==> images/met1.png <==
The bar under the picture is 20 um long. Cells faint in the background.
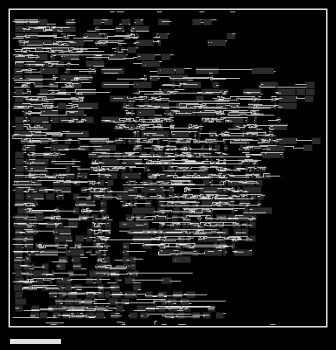
==> images/met2.png <==
Cells faint in the background.
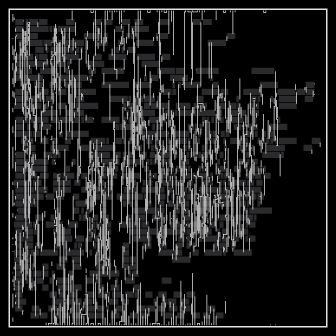
==> images/met3.png <==
The bar under the picture is 20 um long. Cells faint in the background.
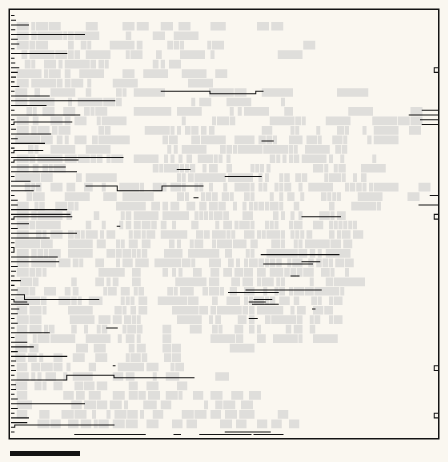
==> images/registers.png <==
Other sequential cells in the stronger grey, the rest of the logic in the fainter grey.
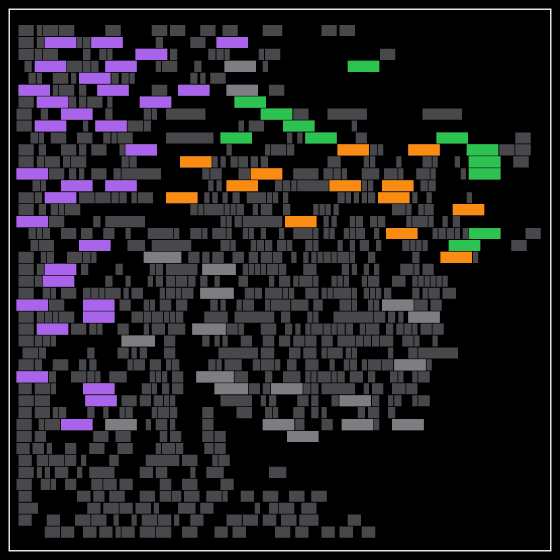
==> images/final_placement.png <==
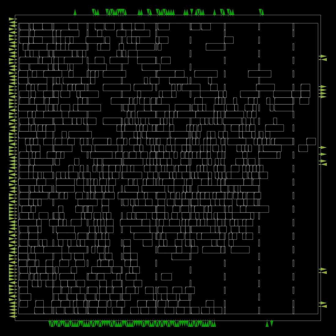
### src/rtl/coeff_seq_ctrl_pkg.sv
`default_nettype none
// ============================================================================
// Module      : coeff_seq_ctrl_pkg
// Description : Shared definitions for the coefficient sequencer of the
//               nonlinear approximation engine: start marker, FSM state
//               encoding and default word/address widths.
// Revision    : 1.0 - initial release
// ============================================================================
package coeff_seq_ctrl_pkg;

  // Signalling NaN that ends the coefficient stream; never written to the FIFO.
  localparam logic [31:0] NAN_MARKER = 32'h7F90_0000;

  localparam int DEF_RAM_WIDTH  = 32;
  localparam int DEF_ADDR_LINES = 12;

  typedef enum logic [2:0] {
    ST_IDLE   = 3'd0,
    ST_LOAD   = 3'd1,
    ST_READY  = 3'd2,
    ST_EVAL   = 3'd3,
    ST_REWIND = 3'd4
  } state_t;

endpackage : coeff_seq_ctrl_pkg
`default_nettype wire

### src/rtl/coeff_seq_ctrl.sv
`default_nettype none
// ============================================================================
// Module      : coeff_seq_ctrl
// Description : Coefficient FIFO sequencer. Streams host coefficients into
//               the FIFO until the NaN start marker, then for every accepted
//               sample replays all stored coefficients in write order and
//               rewinds the FIFO read pointer with a one-cycle redo pulse.
// Ports       : clk_i/rst_i            clock, synchronous active-high reset
//               cfg_valid_i/data_i/ready_o   host coefficient stream
//               fifo_wr_en_o/data_o/full_i   FIFO write side
//               fifo_rd_en_o/redo_o/data_i   FIFO read side (1-cycle latency)
//               x_valid_i/data_i/ready_o/x_o sample input and latched sample
//               coeff_valid_o/coeff_o/idx_o/last_o  coefficient stream out
//               busy_o, err_o (sticky)      status
// Revision    : 1.0 - initial release
// ============================================================================
module coeff_seq_ctrl
  import coeff_seq_ctrl_pkg::*;
#(
  parameter int RAM_WIDTH  = DEF_RAM_WIDTH,
  parameter int ADDR_LINES = DEF_ADDR_LINES
) (
  input  logic                  clk_i,
  input  logic                  rst_i,
  input  logic                  cfg_valid_i,
  input  logic [RAM_WIDTH-1:0]  cfg_data_i,
  output logic                  cfg_ready_o,
  output logic                  fifo_wr_en_o,
  output logic [RAM_WIDTH-1:0]  fifo_data_o,
  input  logic                  fifo_full_i,
  output logic                  fifo_rd_en_o,
  output logic                  fifo_redo_o,
  input  logic [RAM_WIDTH-1:0]  fifo_data_i,
  input  logic                  x_valid_i,
  input  logic [RAM_WIDTH-1:0]  x_data_i,
  output logic                  x_ready_o,
  output logic [RAM_WIDTH-1:0]  x_o,
  output logic                  coeff_valid_o,
  output logic [RAM_WIDTH-1:0]  coeff_o,
  output logic [ADDR_LINES-1:0] coeff_idx_o,
  output logic                  coeff_last_o,
  output logic                  busy_o,
  output logic                  err_o
);

  // cnt/idx carry one extra bit so a completely full FIFO (1<<ADDR_LINES) is representable.
  localparam logic [ADDR_LINES:0] C_MAX_COEFF = {1'b1, {ADDR_LINES{1'b0}}};
  localparam logic [ADDR_LINES:0] C_ONE       = {{ADDR_LINES{1'b0}}, 1'b1};

  state_t                r_state;
  state_t                w_next;
  logic [ADDR_LINES:0]   r_cnt;
  logic [ADDR_LINES:0]   r_idx;
  logic [RAM_WIDTH-1:0]  r_x;
  logic                  r_err;
  logic                  r_vld;
  logic [ADDR_LINES-1:0] r_vld_idx;
  logic                  r_vld_last;

  logic w_is_marker;
  logic w_cnt_inc;
  logic w_err_set;
  logic w_x_latch;
  logic w_idx_clr;
  logic w_last_rd;

  assign w_is_marker = (cfg_data_i == RAM_WIDTH'(NAN_MARKER));

  always_comb begin
    w_next       = r_state;
    cfg_ready_o  = 1'b0;
    fifo_wr_en_o = 1'b0;
    fifo_rd_en_o = 1'b0;
    fifo_redo_o  = 1'b0;
    x_ready_o    = 1'b0;
    w_cnt_inc    = 1'b0;
    w_err_set    = 1'b0;
    w_x_latch    = 1'b0;
    w_idx_clr    = 1'b0;
    w_last_rd    = 1'b0;
    case (r_state)
      ST_IDLE: begin
        cfg_ready_o = 1'b1;
        if (cfg_valid_i) begin
          // cnt is always 0 here, so a marker means an empty coefficient set.
          if (w_is_marker) begin
            w_err_set = 1'b1;
          end else begin
            fifo_wr_en_o = 1'b1;
            w_cnt_inc    = 1'b1;
            w_next       = ST_LOAD;
          end
        end
      end
      ST_LOAD: begin
        cfg_ready_o = ~fifo_full_i;
        if (cfg_valid_i && !fifo_full_i) begin
          if (w_is_marker) begin
            w_next = ST_READY;
          end else if (r_cnt == C_MAX_COEFF) begin
            w_err_set = 1'b1;
          end else begin
            fifo_wr_en_o = 1'b1;
            w_cnt_inc    = 1'b1;
          end
        end
      end
      ST_READY: begin
        x_ready_o = 1'b1;
        if (x_valid_i) begin
          w_x_latch = 1'b1;
          w_idx_clr = 1'b1;
          w_next    = ST_EVAL;
        end
      end
      ST_EVAL: begin
        fifo_rd_en_o = 1'b1;
        if (r_idx == (r_cnt - C_ONE)) begin
          w_last_rd = 1'b1;
          w_next    = ST_REWIND;
        end
      end
      ST_REWIND: begin
        // Coincides with the last coefficient leaving the FIFO, so no gap is added.
        fifo_redo_o = 1'b1;
        w_next      = ST_READY;
      end
      default: w_next = ST_IDLE;
    endcase
  end

  always_ff @(posedge clk_i) begin
    if (rst_i) begin
      r_state    <= ST_IDLE;
      r_cnt      <= '0;
      r_idx      <= '0;
      r_x        <= '0;
      r_err      <= 1'b0;
      r_vld      <= 1'b0;
      r_vld_idx  <= '0;
      r_vld_last <= 1'b0;
    end else begin
      r_state <= w_next;
      if (w_cnt_inc) r_cnt <= r_cnt + C_ONE;
      if (w_idx_clr) r_idx <= '0;
      else if (fifo_rd_en_o) r_idx <= r_idx + C_ONE;
      if (w_x_latch) r_x <= x_data_i;
      if (w_err_set) r_err <= 1'b1;
      // FIFO read data arrives one cycle after the read; tag it to match.
      r_vld      <= fifo_rd_en_o;
      r_vld_idx  <= r_idx[ADDR_LINES-1:0];
      r_vld_last <= w_last_rd;
    end
  end

  assign fifo_data_o   = cfg_data_i;
  assign x_o           = r_x;
  assign coeff_valid_o = r_vld;
  assign coeff_o       = fifo_data_i;
  assign coeff_idx_o   = r_vld_idx;
  assign coeff_last_o  = r_vld & r_vld_last;
  assign busy_o        = (r_state == ST_LOAD) || (r_state == ST_EVAL) || (r_state == ST_REWIND);
  assign err_o         = r_err;

endmodule : coeff_seq_ctrl
`default_nettype wire

### config.mk
export PLATFORM = sky130hd
export DESIGN_NAME = coeff_seq_ctrl
export DESIGN_NICKNAME = d
export VERILOG_FILES = /design/src/rtl/coeff_seq_ctrl_pkg.sv /design/src/rtl/coeff_seq_ctrl.sv
export SDC_FILE = /design/constraint.sdc
export NUM_CORES = 1
export LEC_CHECK = 0
export ABC_AREA = 1
export CORE_UTILIZATION = 30
export DETAILED_ROUTE_END_ITERATION = 7
export PLACE_DENSITY = 0.65
export SLEW_MARGIN = 20
export SYNTH_ARGS = -nofsm -noshare
export SYNTH_HDL_FRONTEND = slang
export SYNTH_SLANG_ARGS = --single-unit
export TNS_END_PERCENT = 30
### constraint.sdc
create_clock -name clk_i -period 1.9 [get_ports clk_i]
set_clock_uncertainty 0.2 [all_clocks]
set_input_delay 0.38 -clock clk_i [delete_from_list [all_inputs] [get_ports clk_i]]
set_output_delay 0.38 -clock clk_i [all_outputs]
set_load 0.005 [all_outputs]
==> results_dict.tcl <==
# place-and-route summary
set metrics [dict create \
    yosys.area_share.simple_pct 32.08 \
    p_comb_share_pct 39.7 \
    area_leaders "dfxtp_1, nand2_1, buf_4" \
    wl_met1_um 5309 \
    peakVddDrop_v 0.0004517 \
    place_congestion 0.8588 \
    violations "setup timing" \
    sequentialPowerShare_pct 30.2 \
    cts-root-buf "clkbuf_16" \
    finalPower_w 0.005938 \
    min_from "rst_i" \
    reg2regPathDepth 15 \
    logic_family "simple AND/OR/NAND/NOR gates" \
    power_leader "combinational cells" \
    sh_comb_area_pct 33.24 \
    top_layer_used "met4" \
    nonClkBufAreaFrac_pct 31.66 \
    outcome "finished with violations" \
    synth_cell_types 36 \
    antennaDiodeCount 0 \
    grt.met1_usage_pct 20.47 \
    port_buffers 153 \
    setup-violations-final 6 \
    fin_tns_setup_ns -0.9444 \
    yosysWarnings 0 \
    cp_cell_sequence "inv_2, ha_4, and3_4, nand4_1, nand3_1, o21ai_2, nand2_2, inv_2, buf_6" \
    place_hpwl_um 9291 \
    layout_top_cell "nand2_1" \
    path_common_cell "inv_2" \
    worst-path-stages 9 \
    die-width_um 123.0 \
    syn_inst 621 \
    powerClk_w 0.00179 \
    power_leakage_nw 2.796 \
    min_delay_path_depth 4 \
    rrSetupSlack_ns -0.12 \
    rsz0062_at_grt "yes" \
    ff_type "dfxtp_1" \
    wl_met3_um 924 \
    comb_area_um2 2167 \
    first_pass_iters 5 \
    drive_above_1_share_pct 20.13 \
    switching_power_w 0.002062 \
    final-clk-cell-share_pct 4.702 \
    synthMostInstantiatedCell "nand2_1" \
    wl_per_cell_um 12.60 \
    lay_top_cells "nand2_1, clkdlybuf4s50_1, buf_4, dfxtp_1, nand3_1" \
    clk_latency_ns 0.34 \
    cp_max_fo 2 \
    top_area_share_pct 34.64 \
    initCoreUtil_pct 31.16 \
    crit_arrival_ns 1.58 \
    crit_start "r_cnt[0]$_SDFFE_PP0P_" \
    edf_count 0 \
    dp.cells 940 \
    hold_class "in2reg" \
    xor_share_pct 4.359 \
    finalCriticalPeriod_ns 2.157 \
    die_area_um2 15130 \
    signal_buffers 230 \
    relSlewSlack_pct 74.33 \
    dr_wl_met2_um 5695 \
    syn_avg_cell_area_um2 7.072 \
    p_per_area_nw_per_um2 910.7 \
    drtAntennaViolNets 0 \
    max-clock-path-buffers 2 \
    crit_path_end "fifo_wr_en_o" \
    die_height_um 123.0 \
    grt_pass1_wl_um 20310 \
    async_flop_share_pct 0 \
    slowest_stage "dfxtp_2" \
    netlist_area_um2 4392 \
    yosysChipArea_um2 4392 \
    rows 43 \
    powerComb_w 0.00236 \
    sw_frac_of_total_pct 34.73 \
    setup_ws_ns -0.2573 \
]
-- met1.png (at the start) --
The wires run mostly horizontal. The layer carries 5310 um of wire.
via count: 4317
WL final: 12100 um

-- met2.png (at the start) --
The wires run mostly vertical. 708 nets have wire on it. The longest straight run is 42.5 um.

-- met3.png (at the start) --
The longest straight run is 32.0 um. The layer carries 924 um of wire. 113 nets have wire on it. The wires run mostly horizontal.
GR Layer Usage met3: 6.642%

-- registers.png (at the start) --
Green shows `coeff_idx_o`, placed flops 12. Orange shows `r_idx`, placed flops 13. Purple shows `x_o`, placed flops 32.
Another 19 sequential cells are not coloured.
Seq. pwr: 0.00179 W
final core utilization: 46.25%
Register Area: 1535 um^2

-- final_placement.png (at the start) --
FFs & Latches: 76
Cell Count, Final, Fillers Out: 960
CORE AREA: 14100 um^2
Seq/total area: 23.55%

Power and IR drop assume default switching activity.
